Run 1, sequential cells grouped by signal name:
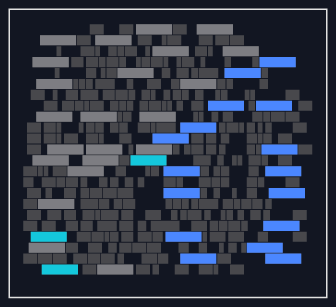
Run 1, PDN straps and rails:
Pins as bars on the die edge.
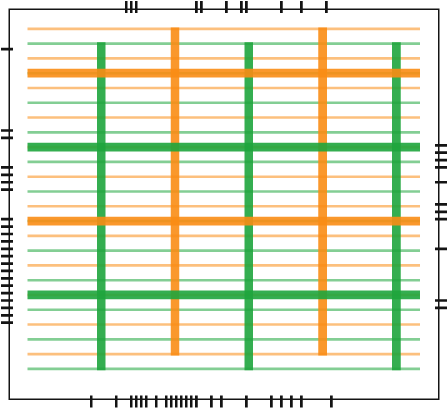
Run 1, clock wiring as the flow saved it:
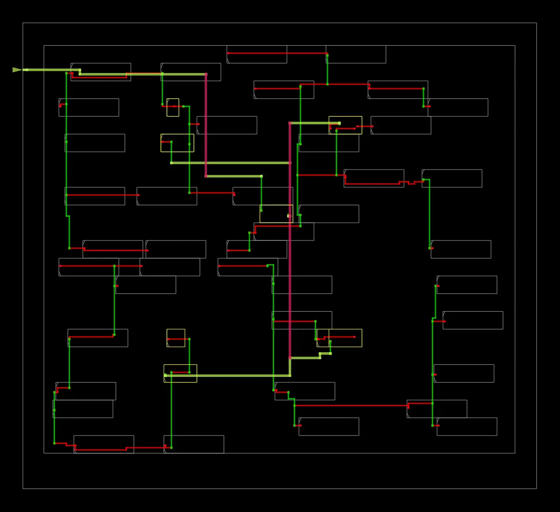
[src/rtl/pipe_hazard_ctrl.sv]
// ============================================================================
// Module   : pipe_hazard_ctrl
// Purpose  : Hazard, forwarding, flush and stall control for the 4-stage CPU,
//            with saturating stall/flush performance counters.
// Revision : 1.0 - initial release
// ============================================================================
`timescale 1ns/1ps
`default_nettype none

module pipe_hazard_ctrl #(
   parameter int RA_W     = 3,
   parameter int FWD_EN   = 1,
   parameter int ZERO_REG = 0,
   parameter int CNT_W    = 16
) (
   input  logic             clk,
   input  logic             rst,
   input  logic             dof_valid,
   input  logic [RA_W-1:0]  dof_aa,
   input  logic [RA_W-1:0]  dof_ba,
   input  logic             dof_ma,
   input  logic             dof_mb,
   input  logic             dof_rw,
   input  logic [RA_W-1:0]  dof_da,
   input  logic             dof_ld,
   input  logic             ex_br_taken,
   input  logic             clr_cnt,
   output logic             pc_en,
   output logic             ifid_en,
   output logic             ifid_flush,
   output logic             idex_bubble,
   output logic [1:0]       fwd_a,
   output logic [1:0]       fwd_b,
   output logic             ex_rw,
   output logic [RA_W-1:0]  ex_da,
   output logic             wb_rw,
   output logic [RA_W-1:0]  wb_da,
   output logic [CNT_W-1:0] stall_cnt,
   output logic [CNT_W-1:0] flush_cnt
);

   localparam logic [1:0]       c_sel_rf  = 2'b00;
   localparam logic [1:0]       c_sel_ex  = 2'b01;
   localparam logic [1:0]       c_sel_wb  = 2'b10;
   localparam logic [CNT_W-1:0] c_cnt_max = {CNT_W{1'b1}};
   localparam logic [CNT_W-1:0] c_cnt_one = {{(CNT_W-1){1'b0}}, 1'b1};
   localparam logic             c_zero_en = (ZERO_REG != 0);

   logic             r_ex_rw;
   logic [RA_W-1:0]  r_ex_da;
   logic             r_ex_ld;
   logic             r_wb_rw;
   logic [RA_W-1:0]  r_wb_da;
   logic [CNT_W-1:0] r_stall_cnt;
   logic [CNT_W-1:0] r_flush_cnt;

   logic             w_use_a;
   logic             w_use_b;
   logic             w_zero_a;
   logic             w_zero_b;
   logic             w_ex_a;
   logic             w_ex_b;
   logic             w_wb_a;
   logic             w_wb_b;
   logic [1:0]       w_fwd_a;
   logic [1:0]       w_fwd_b;
   logic             w_raw_stall;
   logic             w_stall_eff;

   assign w_use_a  = dof_valid & ~dof_ma;
   assign w_use_b  = dof_valid & ~dof_mb;
   assign w_zero_a = c_zero_en & (dof_aa == '0);
   assign w_zero_b = c_zero_en & (dof_ba == '0);

   assign w_ex_a = w_use_a & r_ex_rw & (r_ex_da == dof_aa) & ~w_zero_a;
   assign w_ex_b = w_use_b & r_ex_rw & (r_ex_da == dof_ba) & ~w_zero_b;
   assign w_wb_a = w_use_a & r_wb_rw & (r_wb_da == dof_aa) & ~w_zero_a;
   assign w_wb_b = w_use_b & r_wb_rw & (r_wb_da == dof_ba) & ~w_zero_b;

   generate
      if (FWD_EN != 0) begin : g_fwd
         // Only a load in EX cannot be bypassed: its data appears in WB.
         assign w_fwd_a     = w_ex_a ? c_sel_ex : (w_wb_a ? c_sel_wb : c_sel_rf);
         assign w_fwd_b     = w_ex_b ? c_sel_ex : (w_wb_b ? c_sel_wb : c_sel_rf);
         assign w_raw_stall = (w_ex_a | w_ex_b) & r_ex_ld;
      end else begin : g_stall_only
         assign w_fwd_a     = c_sel_rf;
         assign w_fwd_b     = c_sel_rf;
         assign w_raw_stall = w_ex_a | w_ex_b | w_wb_a | w_wb_b;
      end
   endgenerate

   assign w_stall_eff = w_raw_stall & ~ex_br_taken;

   always_comb begin
      pc_en       = 1'b1;
      ifid_en     = 1'b1;
      ifid_flush  = 1'b0;
      idex_bubble = 1'b0;
      fwd_a       = w_fwd_a;
      fwd_b       = w_fwd_b;
      if (rst) begin
         pc_en       = 1'b0;
         ifid_en     = 1'b0;
         idex_bubble = 1'b1;
         fwd_a       = c_sel_rf;
         fwd_b       = c_sel_rf;
      end else if (ex_br_taken) begin
         ifid_flush  = 1'b1;
         idex_bubble = 1'b1;
      end else if (w_stall_eff) begin
         pc_en       = 1'b0;
         ifid_en     = 1'b0;
         idex_bubble = 1'b1;
      end
   end

   // The branching instruction itself still retires into WB.
   always_ff @(posedge clk or posedge rst) begin
      if (rst) begin
         r_ex_rw <= 1'b0;
         r_ex_da <= '0;
         r_ex_ld <= 1'b0;
         r_wb_rw <= 1'b0;
         r_wb_da <= '0;
      end else begin
         r_wb_rw <= r_ex_rw;
         r_wb_da <= r_ex_da;
         r_ex_rw <= dof_rw & dof_valid & ~idex_bubble;
         r_ex_da <= dof_da;
         r_ex_ld <= dof_ld;
      end
   end

   always_ff @(posedge clk or posedge rst) begin
      if (rst) begin
         r_stall_cnt <= '0;
         r_flush_cnt <= '0;
      end else if (clr_cnt) begin
         r_stall_cnt <= '0;
         r_flush_cnt <= '0;
      end else begin
         if (w_stall_eff && (r_stall_cnt != c_cnt_max))
            r_stall_cnt <= r_stall_cnt + c_cnt_one;
         if (ex_br_taken && (r_flush_cnt != c_cnt_max))
            r_flush_cnt <= r_flush_cnt + c_cnt_one;
      end
   end

   assign ex_rw     = r_ex_rw;
   assign ex_da     = r_ex_da;
   assign wb_rw     = r_wb_rw;
   assign wb_da     = r_wb_da;
   assign stall_cnt = r_stall_cnt;
   assign flush_cnt = r_flush_cnt;

endmodule

`default_nettype wire

[config.mk]
export PLATFORM = sky130hd
export DESIGN_NAME = pipe_hazard_ctrl
export DESIGN_NICKNAME = d
export VERILOG_FILES = /design/src/rtl/pipe_hazard_ctrl.sv
export SDC_FILE = /design/constraint.sdc
export NUM_CORES = 1
export LEC_CHECK = 0
export CAP_MARGIN = 15
export CORE_ASPECT_RATIO = 0.9
export CORE_MARGIN = 3
export CORE_UTILIZATION = 47
export DETAILED_ROUTE_END_ITERATION = 7
export GPL_TIMING_DRIVEN = 0
export PLACE_DENSITY_LB_ADDON = 0.25
export SLEW_MARGIN = 20
export SYNTH_ARGS = -nofsm -noshare
export SYNTH_HDL_FRONTEND = slang
export SYNTH_SLANG_ARGS = --single-unit
[constraint.sdc]
create_clock -name clk -period 3.04 [get_ports clk]
set_input_delay 0.608 -clock clk [delete_from_list [all_inputs] [get_ports clk]]
set_output_delay 0.608 -clock clk [all_outputs]
set_load 0.1 [all_outputs]
==> flow_summary.yaml, run 1 <==
# physical design summary
min_path:
  min_to: "wb_rw"
  holdPathStages: 0
  min-delay-start: "ex_rw"
run_status:
  status: "finished, final reports clean"
pwr:
  power_frac_comb: 0.161
  total_leakage_power_nw: 1.206
  pwr-share-clk: 0.328
  pwr-share-seq: 0.510
  p_switching_mw: 0.3407
  powerDensity_nw_per_um2: 359.6
finish:
  layout.cells.non_filler: 374
  comb_share: 0.3799
  nMultiInputCombCells: 178
  antenna_cells: 0
  drive_gt1_frac: 0.1122
  dominant_cells: "combinational gates"
  inverters: 8
  n_clock_buffer: 5
  syn2layout_area_growth_pct: 37.12
  final_cell_mix: "clkdlybuf4s50_1, dfrtp_1, nor2_1"
  final-comb-area_um2: 1166
  layout_top_cell: "clkdlybuf4s50_1"
  clk_share: 0.02813
  layout.nets: 331
  stdcell_area_um2: 3069
  buffers: 77
drt:
  first_iter_violations: 127
  via_per_inst: 5.602
  via_count: 2095
  drc: 0
  wirelength_um: 5757
  drtAntennaViolNets: 0
  wl_per_cell_um: 15.39
  first_pass_iters: 5
logic_synthesis:
  synth.avg_cell_area_um2: 9.445
  synth_nets: 257
  synthCells: 237
  simple_gate_share: 0.2672
  synth_dominant_cell_count: "dfrtp_1"
  synth.distinct_cells: 36
  ys_sh_xor: 0.09391
  top_logic_kind: "simple AND/OR/NAND/NOR gates"
  common_cells: "dfrtp_1, nor2_1, a21oi_1"
  synth_adder_area_share: 0.01118
  top_cell_area_share: 0.4584
  ff_type: "dfrtp_1"
  edf_count: 0
  ys_ff: 41
  ys_async_sr_fraction: 1.000
  ys_seq_frac: 0.4584
  topCellsByArea: "dfrtp_1, xnor2_1, nor2_1"
  aoi_share: 0.1157
  yosysWarnings: 0
  ys_chip_area_um2: 2238
critical_path:
  critical-path-top-delay-family: "buffers and inverters"
  cp_common_cell: "buf_4"
  slowest_stage: "clkdlybuf4s50_1"
  timing.rr.end: "stall_cnt[4]"
  crit_chain: "clkdlybuf4s50_1 > and3b_1 > nand4_2 > a211oi_4 > nor2_4 > buf_4 > buf_4"
  r2r-start: "ex_da[0]"
  ff2ff_path_depth: 5
  path_buffers: 3
  end_kind: "primary output"
  cp_max_fo: 6
  slowest_delay_ps: 510
  worstPathArrival_ps: 2330
  cp-start-kind: "input port"
clock_tree:
  tritoncts: "yes"
  clkSinkCount: 41
  ctsHtreeMaxLevel: 2
  clk_latency_ps: 310
  clockBufferDepth: 2
  cts-root-buf: "clkbuf_8"
floorplan:
  row_count: 23
  die_area_um2: 5628
  taps: 62
  io_pins: 66
job:
  cap_violations: 0
  warnings: 28
global_route:
  grt_max_degree: 22
  grt_pass1_wl_um: 9894
  grt_pass1_vias: 2117
  grt-ovfl-total: 0
placement:
  hpwl_um: 4046
  dp_cells: 362
  port_buffers: 63
  dpl_cell_area_um2: 2968
timing:
  fin_crit_ps: 2934
  fin_ws_ps: 106.0
  hold_slack_ps: 446.1
  drv_slew: 0
  tns_ps: 0
  setup-violations-final: 0
  slew_headroom: 0.3251
Notes on 'sequential cells grouped by signal name' above:
color	netlist name	placed flops
blue	stall_cnt	16
cyan	wb_da	3
Seq/total area: 0.3343
Seq. pwr: 0.563 mW
final core utilization: 0.6793
total area of sequential cells: 1026 um^2

Notes on 'PDN straps and rails' above:
color	net
green	VSS
orange	VDD
rows	23
met4 straps	5
met5 straps	4
signal pins	66
width of the die: 78.75 um
core footprint: 4518 um^2
Peak VDD IR: 0.2761 mV
Die H: 71.47 um

Notes on 'clock wiring as the flow saved it' above:
cts bufs inserted: 5
Worst Skew: 10.35 ps

run 1: metrics by stage:
| stage | utilization | total power [mW] |
|---|---|---|
| global route | 0.6793 | 1.147 |
| global placement | 0.6569 | 0.7491 |
| CTS | 0.6821 | 1.117 |
| detailed placement | 0.6569 | 0.7506 |
| floorplan | - | 0.6920 |
| finish | 0.6793 | 1.104 |
run 1: state kept, by name, indices dropped and copies added, names as in the netlist:
name / flops
ex_rw: 1
wb_rw: 1
stall_cnt: 16
flush_cnt: 16
ex_da: 3
wb_da: 3
r_ex_ld: 1
run 1: repair_timing:
| action | 4_1_cts | 5_1_grt |
|---|---|---|
| setup endpoints to repair | 8 | 5 |
| pin swaps | 0 | 1 |
| resized | 27 | 9 |
| buffers inserted | 1 | 1 |
| cloned | 2 | 0 |
run 1: routing by layer:
| layer | wire length [um] | vias to the layer above | track usage |
|---|---|---|---|
| met5 | 0 | - | 0 |
| met2 | 2712 | 58 | 0.3506 |
| li1 | - | 1014 | - |
| met4 | 51 | 0 | 0.06602 |
| met1 | 2672 | 1017 | 0.2977 |
| met3 | 320 | 6 | 0.05402 |
run 1: worst max path at each step:
stage | from | end | slack (ps) | cells after the start
6_report | dof_valid | pc_en | 110 | 7
5_1_grt | dof_valid | pc_en | -0.03 | 7
4_1_cts | dof_valid | ifid_en | -60 | 6
3_5_place_dp | rst | fwd_b[1] | -1370 | 6
3_3_place_gp | rst | fwd_b[1] | -1360 | 6
2_1_floorplan | ex_rw | pc_en | -50 | 5
run 1: power groups by stage:
stage          registers, mW  clock network (mW)  logic (mW)
2_1_floorplan          0.628                   0      0.0643
3_3_place_gp           0.573                   0       0.176
3_5_place_dp           0.574                   0       0.177
4_1_cts                0.563               0.373       0.181
5_1_grt                0.565               0.393       0.188
6_report               0.563               0.363       0.178
Run 1, logic cells by family:
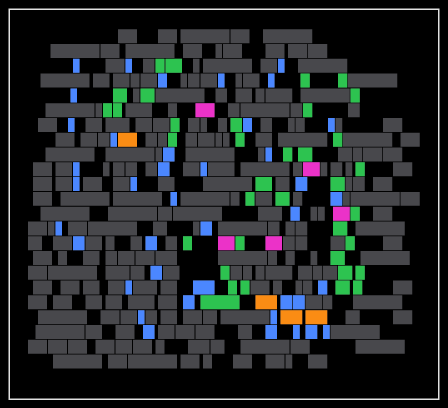

==> run 2, diff against run 1 <==
CORE_UTILIZATION = 51   (was 47)
CTS_CLUSTER_SIZE = 8   (was default)
RECOVER_POWER = 100   (was default)
clock period = 3.45 ns   (was 3.04 ns; I/O delays follow)
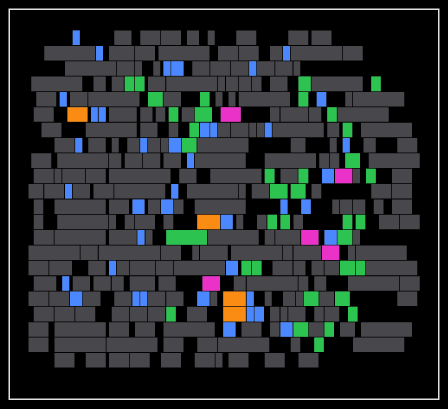
Run 2: logic cells by family
color	family	cells
blue	NOR gates	40
magenta	AND-OR and OR-AND gates	5
orange	multiplexers	4
green	inverting AOI/OAI gates	36
most common logic cell in the routed design: dlygate4sd3_1
Comb/total area: 0.3725
non-filler cells, final: 372

==> run 2 against run 1 <==
  * First-iteration DRC count is 88% higher
  * Clock skew is 1.9 ps lower
  * Global-route usage is 3.3 points higher
  * Utilization is 6.6 points higher
  * Clock power is 29% higher
  * Flip-flop count stayed put
  * Sequential share of layout area is 0.30 points lower
  * Worst hold slack worse by 19 ps
  * Die area is 7.2% lower
  * Synthesized area stayed put
  * Critical endpoint is now idex_bubble
==> flow_summary.yaml, run 2 <==
# physical design summary
run_status:
  status: "finished, final reports clean"
logic_synthesis:
  synthCells: 237
  topCellsByArea: "dfrtp_1, xnor2_1, nor2_1"
  ys_chip_area_um2: 2238
  synth_nets: 257
  ys_async_sr_fraction: 1.000
  edf_count: 0
  ys_seq_frac: 0.4584
  synth.avg_cell_area_um2: 9.445
  yosysWarnings: 0
  ys_ff: 41
  synth.distinct_cells: 36
  common_cells: "dfrtp_1, nor2_1, a21oi_1"
  synth_area_leader_cell: "dfrtp_1"
  ys_cells: 237
  top_cell_area_share: 0.4584
  synth_dominant_cell_count: "dfrtp_1"
  ff_type: "dfrtp_1"
  syn_area_um2: 2238
drt:
  wl_per_cell_um: 16.62
  first_pass_iters: 5
  first_iter_violations: 239
  drtAntennaViolNets: 0
  drc: 0
  via_per_inst: 5.922
  wirelength_um: 6181
  via_count: 2203
clock_tree:
  ctsHtreeMaxLevel: 2
  cts-root-buf: "clkbuf_8"
  cts_made_buffers: 5
  clkSinkCount: 41
  clockBufferDepth: 2
  tritoncts: "yes"
  clk_pin_slew_worst_paths_ps: 80
  clk_latency_ps: 300
placement:
  port_buffers: 63
  dp_cells: 360
  hpwl_um: 4098
  dpl_cell_area_um2: 2953
  gp_congestion: 0.8535
pwr:
  pwr-share-clk: 0.419
  powerDensity_nw_per_um2: 360.9
  ir_drop_mv: 0.3523
  power_frac_comb: 0.137
  p_switching_mw: 0.3016
  p_total_mw: 1.118
  pwr-share-seq: 0.444
  total_leakage_power_nw: 1.340
timing:
  hold_slack_ps: 427.2
  setup-violations-final: 0
  fin_crit_ps: 3407
  drv_slew: 0
  fin_crit_sh: 0.9875
  fin_ws_ps: 42.99
  slew_headroom: 0.3094
  tns_ps: 0
  clock_skew_ps: 8.417
critical_path:
  ff2ff_path_depth: 6
  cp_max_fo: 6
  crit_end: "idex_bubble"
  r2r-start: "ex_da[1]"
  cp-start-kind: "input port"
  critPathRequiredTime_ps: 2760
  worstPathArrival_ps: 2720
  critPathLaunch: "dof_ba[0]"
  timing.rr.end: "stall_cnt[14]"
  end_kind: "primary output"
finish:
  syn2layout_area_growth_pct: 38.35
  final_cell_mix: "dlygate4sd3_1, dfrtp_1, nor2_1"
  final_util: 0.7450
  layout.nets: 331
  drive_gt1_frac: 0.08974
  stdcell_area_um2: 3097
  antenna_cells: 0
floorplan:
  io_pins: 66
  fp.dieW_um: 75.84
  die_area_um2: 5221
  row_count: 22
  die_h_um: 68.85
  placeableCoreArea_um2: 4156
job:
  warnings: 27
  cap_violations: 0
global_route:
  grt_busiest_layer: "met2"
  antenna_found_initial: 0
  grt_max_degree: 22
  grt_pass1_vias: 1974
  grtUsageMet3: 0.09130
  use_met2: 0.3590
  grt_pass1_wl_um: 9777
  met1_usage: 0.3581
  grt-ovfl-total: 0
min_path:
  min-delay-start: "ex_rw"
  holdPathStages: 0
  min_to: "wb_rw"
## run 2: cell types whose count changed in the layout (fill, tap and decap cells not counted), sizes merged
cell	previous run	this run
buf	9	2
bufinv	0	2
clkbuf	16	21
clkdlybuf4s15	2	3
clkdlybuf4s50	55	10
clkinv	2	1
clkinvlp	4	3
dlygate4sd3	0	46
## run 2: power by group through the flow
stage,Clock [mW],Sequential [mW],Combinational [mW]
floorplan,0,0.553,0.0563
global placement,0,0.505,0.154
detailed placement,0,0.506,0.155
CTS,0.467,0.496,0.157
global route,0.493,0.498,0.162
finish,0.468,0.496,0.153
## run 2: cell families after synthesis
group | share of synthesized area
xor+xnor | 0.09391
mux | 0.01956
flops | 0.4584
fa+ha+maj | 0.01118
simple gates | 0.2672
compound gates | 0.1157
buf+inv | 0.03409
## run 2: critical path: stages
cell	delay, ps
dlygate4sd3_1	590
xnor2_1	200
nand4_2	250
a21oi_1	250
or3_1	170
clkdlybuf4s15_2	570
## run 2: timing repair
| item | 4_1_cts | 5_1_grt |
|---|---|---|
| hold buffers | 0 | 0 |
| endpoints found under the hold margin | 0 | 0 |
| cloned | 1 | 1 |
| setup buffers | 0 | 2 |
| pin swaps | 0 | 0 |
| resized | 16 | 9 |
| setup endpoints to repair | 7 | 6 |
## run 2: area by class of cell
class	instances	area, um^2	share of cell area
multi-input combinational	178	1154	0.3725
sequential	41	1026	0.3313
timing repair buffer	65	621.8	0.2008
tap	60	75.07	0.02424
clock buffer	5	68.82	0.02222
clock inverter	3	65.06	0.02101
buffer	12	52.55	0.01697
inverter	6	23.77	0.007677
timing repair inverter	2	10.01	0.003232
## run 2: layer usage
metal | share of wire | vias up
met5 | 0 | -
met4 | 0.015 | 0
met3 | 0.088 | 10
met2 | 0.45 | 126
met1 | 0.45 | 1057
li1 | - | 1010
Power is estimated from default activity; no workload was simulated.
